[src/rtl/zoom_replicacao_param.sv]
// Nearest-neighbour pixel replication upscaler: buffers one input row and replays it F times, each pixel F wide (F in 1,2,4).
// Latency: first output pixel valid two cycles after the last pixel of an input row is accepted.
// Backpressure: out_ready low freezes the output register; in_ready only high while a row is loading.
module zoom_replicacao_param #(
  parameter int DATA_W = 8,
  parameter int W_IN   = 160,
  parameter int H_IN   = 120
) (
  input  logic              clk,
  input  logic              reset,
  input  logic              start,
  input  logic [1:0]        fator,
  input  logic [DATA_W-1:0] in_pixel,
  input  logic              in_valid,
  output logic              in_ready,
  output logic [DATA_W-1:0] out_pixel,
  output logic              out_valid,
  input  logic              out_ready,
  output logic              out_eol,
  output logic              out_eof,
  output logic              busy,
  output logic              done
);

  localparam int COL_W  = $clog2(W_IN);
  localparam int ROW_W  = (H_IN > 1) ? $clog2(H_IN) : 1;
  localparam int OCOL_W = $clog2(W_IN * 4);
  localparam logic [COL_W-1:0] COL_LAST = COL_W'(W_IN - 1);
  localparam logic [ROW_W-1:0] ROW_LAST = ROW_W'(H_IN - 1);

  typedef enum logic [1:0] {IDLE, LOAD, EMIT, FIN} state_t;

  state_t              state;
  logic [1:0]          f_shift;   // log2 of the latched factor
  logic [COL_W-1:0]    in_col;
  logic [ROW_W-1:0]    in_row;
  logic [OCOL_W-1:0]   out_col;   // position of the pixel currently held in the output register
  logic [1:0]          rep_v;
  logic [DATA_W-1:0]   line_buf [W_IN];

  logic [OCOL_W-1:0]   ocol_last;
  logic [1:0]          rep_last;
  logic                row_wrap;
  logic                line_done;
  logic [OCOL_W-1:0]   ld_col;
  logic [1:0]          ld_rep;
  logic                ld_eol;
  logic                ld_eof;
  logic [COL_W-1:0]    rd_idx;

  assign ocol_last = OCOL_W'((W_IN << f_shift) - 1);
  assign rep_last  = 2'((1 << f_shift) - 1);

  // Position of the next pixel to load into the output register; position 0 when the register is empty.
  always_comb begin
    row_wrap  = (out_col == ocol_last);
    line_done = row_wrap && (rep_v == rep_last);
    ld_col    = out_col;
    ld_rep    = rep_v;
    if (out_valid) begin
      ld_col = row_wrap ? '0 : out_col + 1'b1;
      ld_rep = row_wrap ? rep_v + 2'd1 : rep_v;
    end
    ld_eol = (ld_col == ocol_last);
    ld_eof = ld_eol && (ld_rep == rep_last) && (in_row == ROW_LAST);
    rd_idx = COL_W'(ld_col >> f_shift);
  end

  // Line buffer fill; written only on accepted input transfers.
  always_ff @(posedge clk) begin
    if (in_ready && in_valid) begin
      line_buf[in_col] <= in_pixel;
    end
  end

  // Control FSM with registered handshake, flag and status outputs.
  always_ff @(posedge clk or posedge reset) begin
    if (reset) begin
      state     <= IDLE;
      f_shift   <= 2'd0;
      in_col    <= '0;
      in_row    <= '0;
      out_col   <= '0;
      rep_v     <= 2'd0;
      in_ready  <= 1'b0;
      out_valid <= 1'b0;
      out_pixel <= '0;
      out_eol   <= 1'b0;
      out_eof   <= 1'b0;
      busy      <= 1'b0;
      done      <= 1'b0;
    end else begin
      case (state)
        IDLE: begin
          if (start) begin
            case (fator)
              2'b01:   f_shift <= 2'd1;
              2'b10:   f_shift <= 2'd2;
              default: f_shift <= 2'd0;
            endcase
            in_col   <= '0;
            in_row   <= '0;
            out_col  <= '0;
            rep_v    <= 2'd0;
            in_ready <= 1'b1;
            busy     <= 1'b1;
            state    <= LOAD;
          end
        end
        LOAD: begin
          if (in_valid) begin
            if (in_col == COL_LAST) begin
              in_col   <= '0;
              in_ready <= 1'b0;
              state    <= EMIT;
            end else begin
              in_col <= in_col + 1'b1;
            end
          end
        end
        EMIT: begin
          if (!out_valid || out_ready) begin
            if (out_valid && line_done) begin
              out_valid <= 1'b0;
              out_eol   <= 1'b0;
              out_eof   <= 1'b0;
              out_col   <= '0;
              rep_v     <= 2'd0;
              if (in_row != ROW_LAST) begin
                in_row   <= in_row + 1'b1;
                in_ready <= 1'b1;
                state    <= LOAD;
              end else begin
                done  <= 1'b1;
                state <= FIN;
              end
            end else begin
              out_valid <= 1'b1;
              out_col   <= ld_col;
              rep_v     <= ld_rep;
              out_pixel <= line_buf[rd_idx];
              out_eol   <= ld_eol;
              out_eof   <= ld_eof;
            end
          end
        end
        FIN: begin
          done  <= 1'b0;
          busy  <= 1'b0;
          state <= IDLE;
        end
        default: state <= IDLE;
      endcase
    end
  end

endmodule

[config.mk]
export PLATFORM = sky130hd
export DESIGN_NAME = zoom_replicacao_param
export DESIGN_NICKNAME = d
export VERILOG_FILES = /design/src/rtl/zoom_replicacao_param.sv
export SDC_FILE = /design/constraint.sdc
export NUM_CORES = 2
export LEC_CHECK = 0
export CORE_AREA = 2 2 334 336
export CTS_CLUSTER_DIAMETER = 30
export DETAILED_ROUTE_END_ITERATION = 8
export DIE_AREA = 0 0 336 338
export PLACE_DENSITY = 0.65
export SETUP_SLACK_MARGIN = 0.1
export SLEW_MARGIN = 20
export SYNTH_ARGS = -nofsm -noshare
export SYNTH_HDL_FRONTEND = slang
export SYNTH_SLANG_ARGS = --single-unit
[constraint.sdc]
create_clock -name clk -period 4.65 [get_ports clk]
set_clock_uncertainty 0.05 [all_clocks]
set_input_delay 0.93 -clock clk [delete_from_list [all_inputs] [get_ports clk]]
set_output_delay 0.93 -clock clk [all_outputs]
set_load 0.02 [all_outputs]
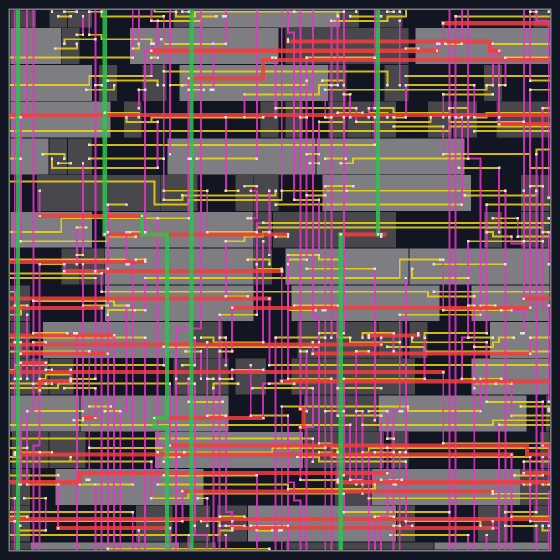
Fig. 1. Close-up of the layout.
Region (148, 149) to (188, 189) microns. Cells in gray, sequential cells in the stronger gray; small squares are vias.
layer	color
metal 1	yellow
metal 2	magenta
metal 4	green
metal 3	red
netlist names of flops here include	`line_buf` (23), `out_pixel` (1)
most frequent	edfxtp_1 (23), nand2_1 (20), nand3_1 (8)
sequential cells in the window	24
cells with their middle in the window	83

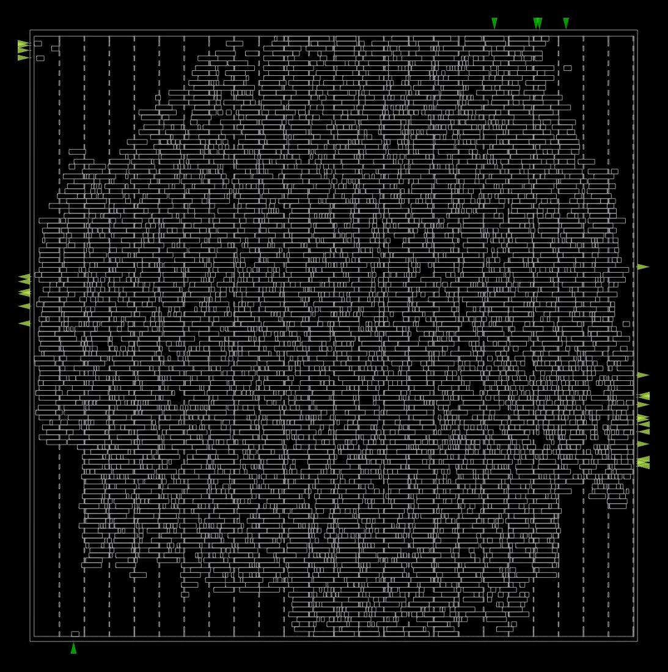
Fig. 2. Placement view.
Seq area share: 58.8%
Core Area: 110000 sq um
Row Count: 122
TAP cells: 1488

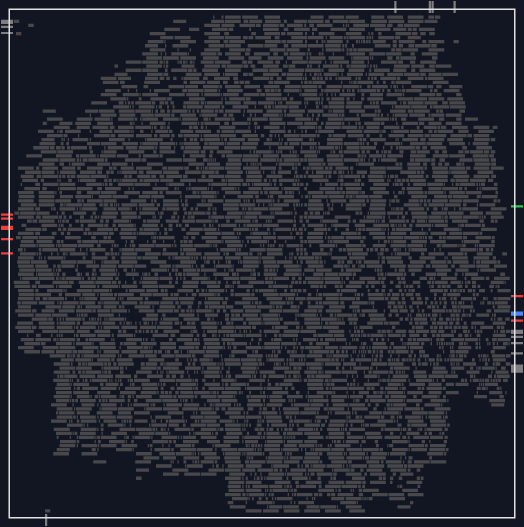
Fig. 3. Pin placement.
(1.5 px per micron) Pins as bars across the die edge, other pins in gray.
port	color	pins	direction	edge
`fator`	blue	2	input	right
`out_valid`	green	1	output	right
`out_pixel`	red	8	output	6 left, 2 right
all pins by edge	14 right, 10 left, 4 top, 1 bottom
IO Port Bufs: 28
Die Width: 336 microns
Die Ht: 338 microns

==> impl_metrics.ini <==
; yosys + openroad results
[worst_setup_path]
start_kind = flop
max_stage_delay_ns = 0.51
r2r_cells = 15
path_class = flop to flop
crit_required_ns = 5.36
cp_top_family = AND-OR/OR-AND gates
path_cells = inv_1, buf_4, ha_1, xor2_1, nor4_4, buf_4, buf_4, a22oi_2, o31ai_4, and3_1, nand2_1, a211oi_1, a221oi_1, a31o_1, a32oi_1
endpoint = out_pixel[6]$_DFFE_PP0P_
r2r-start = f_shift[0]$_DFFE_PP0P_
path_depth = 15
cp_slowest_cell = a211oi_1
crit_arrival_ns = 5.10
cp_common_cell = buf_4
critPathLaunch = f_shift[0]$_DFFE_PP0P_
r2r_end = out_pixel[6]$_DFFE_PP0P_
crit_path_end_kind = flop

[global_route]
use_met3_pct = 5.49
grt-ovfl-total = 0
busiest_layer = met2
grt_usage_pct = 26.9
grt_pass1_wl_mm = 226
grtUsageMet1_pct = 37.3
antenna_found_initial = 5
grt_max_degree = 136
grt_pass1_vias = 35000

[power_and_ir_drop]
seq_power_share_pct = 33.4
power_frac_clock_pct = 48.6
p_sw_uw = 11000
ir_worst_vdd_mv = 0.446
leakage_uw = 0.0239
combPwrFrac_pct = 18.0
power_uw = 39800
power.internal_uw = 28800
p_seq_uw = 13300
p_comb_uw = 7170
power.density_nw_per_um2 = 592
power-top-group = the clock network
clock_power_uw = 19300

[yosys]
ys_sh_mux_pct = 3.86
yosys_cells = 3962
ys_seq_share_pct = 72.3
ys_sh_xor_pct = 0.478
ys_sh_aoi_pct = 7.89
syn_avg_cell_area_sq_um = 13.8
synth-edff-count = 1280
synth_cells = 3962
synthAdderAreaFrac_pct = 0.229
netlist_top_cells_count = 1280 x edfxtp_1, 793 x nand2_1, 228 x nand3_1
area_leaders = edfxtp_1 70%, nand2_1 5.4%, mux2i_1 2.5%
ys_warn_count = 0
syn_nets = 3987
flop_cell = edfxtp_1
top_logic_kind = simple AND/OR/NAND/NOR gates
async_reset_ff_share_pct = 3.40
top_cell = edfxtp_1
yosysTopAreaCell = edfxtp_1
syn_area_sq_um = 54700
ys_area_sq_um = 54700
ys_types = 79
top_area_share_pct = 70.2
numSynthFlops = 1325

[detailed_routing]
wl_mm = 154
drc = 0
via_count = 36000
firstDrtPassIters = 6
wl_per_cell_microns = 25.6
drt_iter0_drc = 4281
ant_nets = 0
via_per_inst = 6.02

[layout]
fin_nets = 4319
fillers = 8105
fin_area_sq_um = 67300
area_growth_pct = 22.9
final_core_util_pct = 61.1
instances_no_fill = 5986
comb_area_sq_um = 13800
final_layout_size_suffix_gt1_share_pct = 18.2
seq_area_sq_um = 39600

[sta]
fin_hold_ws_ns = 0.385
rsz0062_at_grt = false
setup_viol = 0
post-route-min-period_ns = 4.39
setup_tns_ns = 0
hold_viol = 0
timing.fmax_ghz = 0.228
period_used_pct = 94.4
fin_ws_ns = 0.260
max_slew_margin_pct = 19.8
worst_slew_pin_slew_ns = 1.20

[placement]
pre_cts_ws_ns = 0.0814
post_dp_cell_area_sq_um = 58000
dpl.cell_count = 5490
gp_routability_congestion = 0.891
dp_hpwl_mm = 90.1

[flow_run]
warning_count = 45
max_cap_viol_count = 0

[clocking]
cts-root-buf = clkbuf_16
numCtsBuffers = 283
cts.hold.buffers_added = 0
cts_tree = built
cts.sinks = 1325
clk_path_buf_depth = 4
h-tree-depth = 5
clock_latency_ns = 0.88

[die]
die_area_sq_um = 114000
io_pins = 29

[worst_hold_path]
hold_class = input pin to async pin

[status]
status = completed
==> registers in the layout, summed over array words and instances (netlist names) <==
register and cells:
done 1, line_buf 1280, out_pixel 8, f_shift 2, out_col 10, in_ready 1
busy 1, out_eof 1, in_row 7, state 2, rep_v 2, out_eol 1
in_col 8, out_valid 1
==> layout make-up <==
cell class,instances,area share [%]
diodes,1,0.00372
clock buffers,318,11.0
clock inverters,170,2.70
inverters,16,0.0893
multi-input cells,2342,20.5
flip-flops and latches,1325,58.8
well taps,1488,2.77
repair buffers,326,4.21
==> per-layer routing <==
layer  part of all wire [%]  vias to the layer above
met1                     40                    18000
met5                  0.020                        -
met2                     46                     1875
met4                    3.9                        6
met3                    9.6                      344
li1                       -                    15800
==> cell families (layout without fill, tap and decap cells) <==
group                      count (synthesis)  in the layout
adders and majority gates                 10             10
xor gates and xnor gates                  29             29
muxes                                    189            189
buffers and inverters                    296            830
and+or+nand+nor                         1525           1526
DFF                                     1325           1325
other                                      0              1
AOI/OAI and AO/OA                        588            588
==> cells in the final DEF (no fill, tap or decap), types with 17 or more instances in the layout <==
master,instances
mux2i_1,137
mux2_2,36
a22oi_1,17
clkbuf_1,27
nand2_1,793
nand3_1,226
edfxtp_1,1280
clkinvlp_4,22
clkinv_2,42
o21ai_0,44
nand4_1,17
a31oi_1,96
clkinv_1,47
o211ai_1,22
clkdlybuf4s50_1,20
dfrtp_1,45
a311oi_1,66
o22ai_1,19
buf_4,272
buf_12,24
and3_1,209
a21oi_1,41
bufinv_16,34
nor2_1,199
clkbuf_16,291
a211oi_1,170
==> what timing repair did <==
item                       4_1_cts  5_1_grt
gates resized                    1        9
cloned                           0        1
buffers inserted                 0        6
pin swaps                        0        4
setup endpoints to repair        1        8
Power and IR drop assume default switching activity.
